## src/rtl/pipe_ctrl_pkg.sv

```systemverilog
// Shared types for the pipeline controller: FSM states, hold-flag encodings
// and counter widths used by the controller and the stall encoder.
package pipe_ctrl_pkg;

  typedef enum logic [1:0] {
    ST_RUN    = 2'd0,
    ST_FLUSH  = 2'd1,
    ST_DRAIN  = 2'd2,
    ST_VECTOR = 2'd3
  } state_e;

  typedef logic [1:0] hold_t;

  // Shared with the PC register and the pipeline DFF stages
  localparam hold_t HOLD_NONE = 2'b00;
  localparam hold_t HOLD_PC   = 2'b01;
  localparam hold_t HOLD_IF   = 2'b10;
  localparam hold_t HOLD_ID   = 2'b11;

  // FLUSH_CYCLES <= 7, DRAIN_MAX <= 255
  localparam int unsigned FLUSH_CNT_W = 3;
  localparam int unsigned DRAIN_CNT_W = 8;

endpackage

```

## src/rtl/pipe_ctrl_if.sv

```systemverilog
// Handshake bundle between the pipeline controller (master) and the
// fetch/decode/execute datapath plus interrupt unit (slave).
interface pipe_ctrl_if
  import pipe_ctrl_pkg::*;
#(
  parameter int unsigned AW = 64
);

  logic          ex_jump_en_i;
  logic [AW-1:0] ex_jump_addr_i;
  logic          int_req_i;
  logic [AW-1:0] int_vector_i;
  logic          int_ack_o;
  logic          ld_use_stall_i;
  logic          div_busy_i;
  logic          bus_wait_i;
  logic          jump_en_o;
  logic [AW-1:0] jump_addr_o;
  hold_t         hold_flag_o;
  logic          flush_o;

  modport master (
    input  ex_jump_en_i, ex_jump_addr_i, int_req_i, int_vector_i,
    input  ld_use_stall_i, div_busy_i, bus_wait_i,
    output int_ack_o, jump_en_o, jump_addr_o, hold_flag_o, flush_o
  );

  modport slave (
    output ex_jump_en_i, ex_jump_addr_i, int_req_i, int_vector_i,
    output ld_use_stall_i, div_busy_i, bus_wait_i,
    input  int_ack_o, jump_en_o, jump_addr_o, hold_flag_o, flush_o
  );

endinterface

```

## src/rtl/ctrl_hold_enc.sv

```systemverilog
// Priority encoder of the stall sources into a hold flag:
// multi-cycle divider / bus wait freeze through ID/EX, load-use freezes IF/ID.
module ctrl_hold_enc
  import pipe_ctrl_pkg::*;
(
  input  logic  i_ld_use,
  input  logic  i_div_busy,
  input  logic  i_bus_wait,
  output hold_t o_hold_c
);

  always_comb begin
    o_hold_c = HOLD_NONE;
    if (i_div_busy || i_bus_wait) begin
      o_hold_c = HOLD_ID;
    end else if (i_ld_use) begin
      o_hold_c = HOLD_IF;
    end
  end

endmodule

```

## src/rtl/pipe_ctrl.sv

```systemverilog
// Central pipeline controller: merges execute/interrupt redirects into one
// jump, merges stalls into hold_flag, and sequences flush and interrupt entry.
module pipe_ctrl
  import pipe_ctrl_pkg::*;
#(
  parameter int unsigned AW           = 64,
  parameter int unsigned FLUSH_CYCLES = 2,
  parameter int unsigned DRAIN_MAX    = 31
) (
  input logic         clk,
  input logic         rst,
  pipe_ctrl_if.master bus
);

  localparam logic [FLUSH_CNT_W-1:0] FLUSH_LOAD = FLUSH_CNT_W'(FLUSH_CYCLES - 1);
  localparam logic [DRAIN_CNT_W-1:0] DRAIN_LAST = DRAIN_CNT_W'(DRAIN_MAX - 1);
  localparam state_e                 AFTER_JUMP = (FLUSH_CYCLES > 1) ? ST_FLUSH : ST_RUN;

  state_e                  r_state;
  logic [FLUSH_CNT_W-1:0]  r_flush_cnt;
  logic [DRAIN_CNT_W-1:0]  r_drain_cnt;
  logic                    r_jump_q;

  state_e                  w_state_n;
  logic [FLUSH_CNT_W-1:0]  w_flush_cnt_n;
  logic [DRAIN_CNT_W-1:0]  w_drain_cnt_n;
  hold_t                   w_stall_hold;
  hold_t                   w_hold;
  logic                    w_jump_en;
  logic [AW-1:0]           w_jump_addr;
  logic                    w_flush;
  logic                    w_ack;

  ctrl_hold_enc u_hold_enc (
    .i_ld_use   (bus.ld_use_stall_i),
    .i_div_busy (bus.div_busy_i),
    .i_bus_wait (bus.bus_wait_i),
    .o_hold_c   (w_stall_hold)
  );

  // Next state, counters and combinational outputs
  always_comb begin
    w_state_n     = r_state;
    w_flush_cnt_n = r_flush_cnt;
    w_drain_cnt_n = r_drain_cnt;
    w_hold        = HOLD_NONE;
    w_jump_en     = 1'b0;
    w_jump_addr   = '0;
    w_flush       = 1'b0;
    w_ack         = 1'b0;

    case (r_state)
      ST_RUN: begin
        // r_jump_q keeps jumps apart when FLUSH_CYCLES=1 leaves us in RUN
        if (bus.ex_jump_en_i && !r_jump_q) begin
          w_jump_en     = 1'b1;
          w_jump_addr   = bus.ex_jump_addr_i;
          w_flush       = 1'b1;
          w_flush_cnt_n = FLUSH_LOAD;
          w_state_n     = AFTER_JUMP;
        end else if (bus.int_req_i) begin
          w_hold        = HOLD_IF;
          w_drain_cnt_n = '0;
          w_state_n     = ST_DRAIN;
        end else begin
          w_hold        = w_stall_hold;
        end
      end

      ST_FLUSH: begin
        w_flush       = 1'b1;
        w_flush_cnt_n = r_flush_cnt - FLUSH_CNT_W'(1);
        if (r_flush_cnt <= FLUSH_CNT_W'(1)) begin
          w_state_n = ST_RUN;
        end
      end

      ST_DRAIN: begin
        w_hold        = HOLD_IF;
        w_drain_cnt_n = r_drain_cnt + DRAIN_CNT_W'(1);
        if (!bus.int_req_i) begin
          w_state_n = ST_RUN;
        end else if ((!bus.div_busy_i && !bus.bus_wait_i) || (r_drain_cnt >= DRAIN_LAST)) begin
          w_state_n = ST_VECTOR;
        end
      end

      ST_VECTOR: begin
        w_jump_en     = 1'b1;
        w_jump_addr   = bus.int_vector_i;
        w_ack         = 1'b1;
        w_flush       = 1'b1;
        w_flush_cnt_n = FLUSH_LOAD;
        w_state_n     = AFTER_JUMP;
      end

      default: begin
        w_state_n = ST_RUN;
      end
    endcase

    if (rst) begin
      w_hold      = HOLD_NONE;
      w_jump_en   = 1'b0;
      w_jump_addr = '0;
      w_flush     = 1'b0;
      w_ack       = 1'b0;
    end
  end

  always_ff @(posedge clk) begin
    if (rst) begin
      r_state     <= ST_RUN;
      r_flush_cnt <= '0;
      r_drain_cnt <= '0;
      r_jump_q    <= 1'b0;
    end else begin
      r_state     <= w_state_n;
      r_flush_cnt <= w_flush_cnt_n;
      r_drain_cnt <= w_drain_cnt_n;
      r_jump_q    <= w_jump_en;
    end
  end

  assign bus.jump_en_o   = w_jump_en;
  assign bus.jump_addr_o = w_jump_addr;
  assign bus.hold_flag_o = w_hold;
  assign bus.flush_o     = w_flush;
  assign bus.int_ack_o   = w_ack;

endmodule

```

## src/flat_wrapper.sv

```systemverilog
// flat-port wrapper written by rule: the top's interface ports become plain ports
module pipe_ctrl_flat import pipe_ctrl_pkg::*;
#(
  parameter int unsigned AW           = 64,
  parameter int unsigned FLUSH_CYCLES = 2,
  parameter int unsigned DRAIN_MAX    = 31
)
  (clk, rst, bus_ex_jump_en_i, bus_ex_jump_addr_i, bus_int_req_i, bus_int_vector_i, bus_ld_use_stall_i, bus_div_busy_i, bus_bus_wait_i, bus_int_ack_o, bus_jump_en_o, bus_jump_addr_o, bus_hold_flag_o, bus_flush_o);
  pipe_ctrl_if #(.AW(AW)) bus_i ();
  input logic clk;
  input logic rst;
  input wire logic [$bits(bus_i.ex_jump_en_i)-1:0] bus_ex_jump_en_i;
  input wire logic [$bits(bus_i.ex_jump_addr_i)-1:0] bus_ex_jump_addr_i;
  input wire logic [$bits(bus_i.int_req_i)-1:0] bus_int_req_i;
  input wire logic [$bits(bus_i.int_vector_i)-1:0] bus_int_vector_i;
  input wire logic [$bits(bus_i.ld_use_stall_i)-1:0] bus_ld_use_stall_i;
  input wire logic [$bits(bus_i.div_busy_i)-1:0] bus_div_busy_i;
  input wire logic [$bits(bus_i.bus_wait_i)-1:0] bus_bus_wait_i;
  output wire logic [$bits(bus_i.int_ack_o)-1:0] bus_int_ack_o;
  output wire logic [$bits(bus_i.jump_en_o)-1:0] bus_jump_en_o;
  output wire logic [$bits(bus_i.jump_addr_o)-1:0] bus_jump_addr_o;
  output wire logic [$bits(bus_i.hold_flag_o)-1:0] bus_hold_flag_o;
  output wire logic [$bits(bus_i.flush_o)-1:0] bus_flush_o;
  assign bus_i.ex_jump_en_i = bus_ex_jump_en_i;
  assign bus_i.ex_jump_addr_i = bus_ex_jump_addr_i;
  assign bus_i.int_req_i = bus_int_req_i;
  assign bus_i.int_vector_i = bus_int_vector_i;
  assign bus_i.ld_use_stall_i = bus_ld_use_stall_i;
  assign bus_i.div_busy_i = bus_div_busy_i;
  assign bus_i.bus_wait_i = bus_bus_wait_i;
  assign bus_int_ack_o = bus_i.int_ack_o;
  assign bus_jump_en_o = bus_i.jump_en_o;
  assign bus_jump_addr_o = bus_i.jump_addr_o;
  assign bus_hold_flag_o = bus_i.hold_flag_o;
  assign bus_flush_o = bus_i.flush_o;
  pipe_ctrl #(.AW(AW), .FLUSH_CYCLES(FLUSH_CYCLES), .DRAIN_MAX(DRAIN_MAX)) u_core (.clk(clk), .rst(rst), .bus(bus_i));
endmodule
```

## config.mk

```make
export PLATFORM = sky130hd
export DESIGN_NAME = pipe_ctrl_flat
export DESIGN_NICKNAME = d
export VERILOG_FILES = /design/src/rtl/pipe_ctrl_pkg.sv /design/src/rtl/pipe_ctrl_if.sv /design/src/rtl/ctrl_hold_enc.sv /design/src/rtl/pipe_ctrl.sv /design/src/flat_wrapper.sv
export SDC_FILE = /design/constraint.sdc
export NUM_CORES = 1
export LEC_CHECK = 0
export CORE_AREA = 2 2 80 82
export CTS_BUF_LIST = sky130_fd_sc_hd__clkbuf_4 sky130_fd_sc_hd__clkbuf_8
export CTS_CLUSTER_SIZE = 24
export DETAILED_ROUTE_END_ITERATION = 6
export DIE_AREA = 0 0 82 84
export PLACE_DENSITY_LB_ADDON = 0.05
export SETUP_SLACK_MARGIN = 0.4
export SYNTH_ARGS = -nofsm -noshare
export SYNTH_HDL_FRONTEND = slang
export SYNTH_SLANG_ARGS = --single-unit
```

## constraint.sdc

```tcl
create_clock -name clk -period 5.7 [get_ports clk]
set_clock_uncertainty 0.05 [all_clocks]
set_input_delay 1.14 -clock clk [delete_from_list [all_inputs] [get_ports clk]]
set_output_delay 1.14 -clock clk [all_outputs]
set_load 0.05 [all_outputs]
```

Logic cells by family:
Scale bar: 20 um.
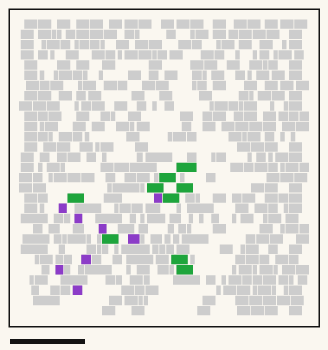
and/or cells -> purple  # cells 8
fa/ha/maj cells -> green  # cells 9, where center
non-filler cells, final: 521
top logic cell by instance count in the layout: sky130_fd_sc_hd__clkdlybuf4s50_1
Comb/total area: 34.3%

Wiring by layer:
Scale bar: 20 um.
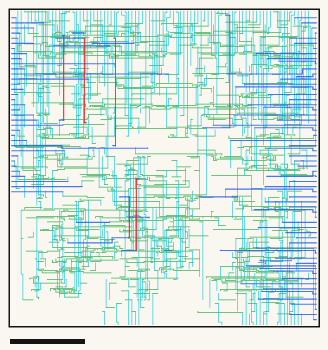
M3 -> blue  # wire length 1060 um
M1 -> green  # wire length 3250 um
M2 -> cyan  # wire length 4240 um
M4 -> red  # wire length 133 um
final routed wire length divided by cell count: 16.7 um
total routing usage reported by global routing: 23.3%
routed wire length: 8.68 mm

==> results.rst <==
Metrics
=======

.. list-table::
   :header-rows: 1

   * - Metric
     - Value
   * - Grt total ovfl
     - 0
   * - FFs w/ async S/R, synth
     - 0%
   * - Status
     - completed
   * - Length of routed met3 wiring
     - 1.06 mm
   * - Routed metal-1 wire length
     - 3.24 mm
   * - Utilization after layout
     - 63.4%
   * - Number of sinks on the clock net
     - 14
   * - Ant. Diodes
     - 0
   * - Inverter count
     - 10
   * - CP Launch Type
     - input pin
   * - Portion of the clock cycle consumed by the worst path in the final layout
     - 87.6%
   * - Count of inserted tapcells
     - 77
   * - Number of core rows
     - 29
   * - Comb area leader
     - AND-OR/OR-AND gates
   * - Worst slew slack as a fraction of its limit
     - 61.4%
   * - Number of setup violations in the final report
     - 0
   * - Count of boundary I/O pins
     - 204
   * - Leak
     - 1.40 nW
   * - Switching portion of total power
     - 57.1%
   * - Share of cell area taken by flip-flops and latches
     - 7.26%
   * - Number of library cell types mapped by synthesis
     - 48
   * - Max frequency
     - 0.200 GHz
   * - Largest cell class by area
     - buffers
   * - Area of the core
     - 6100 um2
   * - Gate Area
     - 1330 um2
   * - Critical path fanouts, max
     - 25
   * - Worst-path clk slew
     - 0.06 ns
   * - P_clk
     - 0.0832 mW
   * - Number of warning messages in the yosys log
     - 0
   * - Deepest level of the CTS H-tree
     - 1
   * - Port-buffer cells
     - 203
   * - Setup slack after layout
     - 0.705 ns
   * - Remaining number of nets flagged by the antenna check after routing
     - 0
   * - Number of synthesized flops with an enable pin
     - 0
   * - Area delta synth->final
     - 123%
   * - Global routing met3 resource utilization
     - 8.98%
   * - Critical path class
     - in -> out
   * - Highest metal layer with signal wires
     - met4
   * - Drt pass-1 iters
     - 4
   * - Cell resize tally after clock tree synthesis
     - 0
   * - Half-perimeter wire length of the detailed placement result
     - 6.86 mm
   * - Die outline width
     - 82 um
   * - Total placed instance area
     - 3820 um2
   * - Initial core utilization
     - 28.4%
   * - Most instantiated library cell after synthesis
     - sky130_fd_sc_hd__nor2_1
   * - Group with the largest share of power
     - combinational cells
   * - Internal power consumption
     - 0.565 mW
   * - Flip-flop and latch count after synthesis
     - 14
   * - Most area-consuming cells after synthesis
     - sky130_fd_sc_hd__a22oi_1 28%, sky130_fd_sc_hd__dfxtp_1 16%, sky130_fd_sc_hd__nor2_1 16%, sky130_fd_sc_hd__ha_1 6.5%, sky130_fd_sc_hd__clkbuf_1 2.8%
   * - Proportion of synthesized area in mux cells
     - 1.80%
   * - Worst-Skew Late Latency
     - 0.25 ns
   * - First-pass GRT wire length
     - 12.7 mm
   * - Global Route met2 Usage
     - 39.7%
   * - Slew at the pin closest to its max-slew limit
     - 0.579 ns
   * - Chip footprint
     - 6890 um2
   * - Comb power frac
     - 83.7%
   * - TritonCTS clock tree
     - done
   * - Clock buffer count
     - 3
   * - Complex-gate fraction of the synthesized area
     - 41.2%
   * - Sequential power
     - 0.131 mW
   * - Antenna violations before repair
     - 0
   * - Number of CTS-inserted buffers
     - 3
   * - Net load switching power
     - 0.751 mW
   * - Layout cell share with drive strength beyond 1
     - 4.05%
   * - Vias after detailed routing
     - 2650
   * - OpenROAD warnings
     - 32
   * - Power Combinational
     - 1.10 mW
   * - Worst-case setup slack after placement
     - 0.738 ns
   * - Mapped Area
     - 1730 um2
   * - Share of the yosys chip area belonging to registers
     - 16.2%
   * - Fraction of synthesized cell area taken by the top area cell type
     - 27.7%
   * - Number of remaining DRC errors
     - 0
   * - Number of buffers other than clock buffers in the final layout
     - 208
   * - Total power
     - 1.32 mW
   * - Post-synth top flop
     - sky130_fd_sc_hd__dfxtp_1
   * - Most used cells in the layout excluding fill and tap cells
     - 203 x sky130_fd_sc_hd__clkdlybuf4s50_1, 73 x sky130_fd_sc_hd__nor2_1, 64 x sky130_fd_sc_hd__a22oi_1, 14 x sky130_fd_sc_hd__dfxtp_1, 9 x sky130_fd_sc_hd__inv_1
   * - Class of the tightest hold or removal check
     - reg -> reg
   * - # hold bufs at CTS
     - 0
   * - Clock tree cell share of total cell area
     - 1.07%
   * - Cell type with the largest total area after synthesis
     - sky130_fd_sc_hd__a22oi_1
   * - Gate family responsible for the most delay along the worst path
     - buffers and inverters
   * - Cell type with the highest occurrence count on the critical path
     - sky130_fd_sc_hd__clkdlybuf4s50_1
==> worst paths after layout <==
check                                           start               endpoint  slack [ns]  cells after the start
worst max-delay path                 bus_ex_jump_en_i    bus_jump_addr_o[58]        0.70                      7
worst min-delay path            u_core.r_drain_cnt[7]  u_core.r_drain_cnt[7]        0.43                      2
worst max register to register      u_core.r_state[0]  u_core.r_drain_cnt[7]        3.78                      6
worst min register to register  u_core.r_drain_cnt[7]  u_core.r_drain_cnt[7]        0.43                      2
==> kinds of logic (layout without fill, tap and decap cells) <==
logic type | count (synthesis) | after routing
xor+xnor | 1 | 1
buf+inv | 34 | 221
simple gates | 103 | 103
flops | 14 | 14
fa+ha+maj | 9 | 9
mux | 3 | 3
compound gates | 93 | 93
Power and IR drop assume default switching activity.
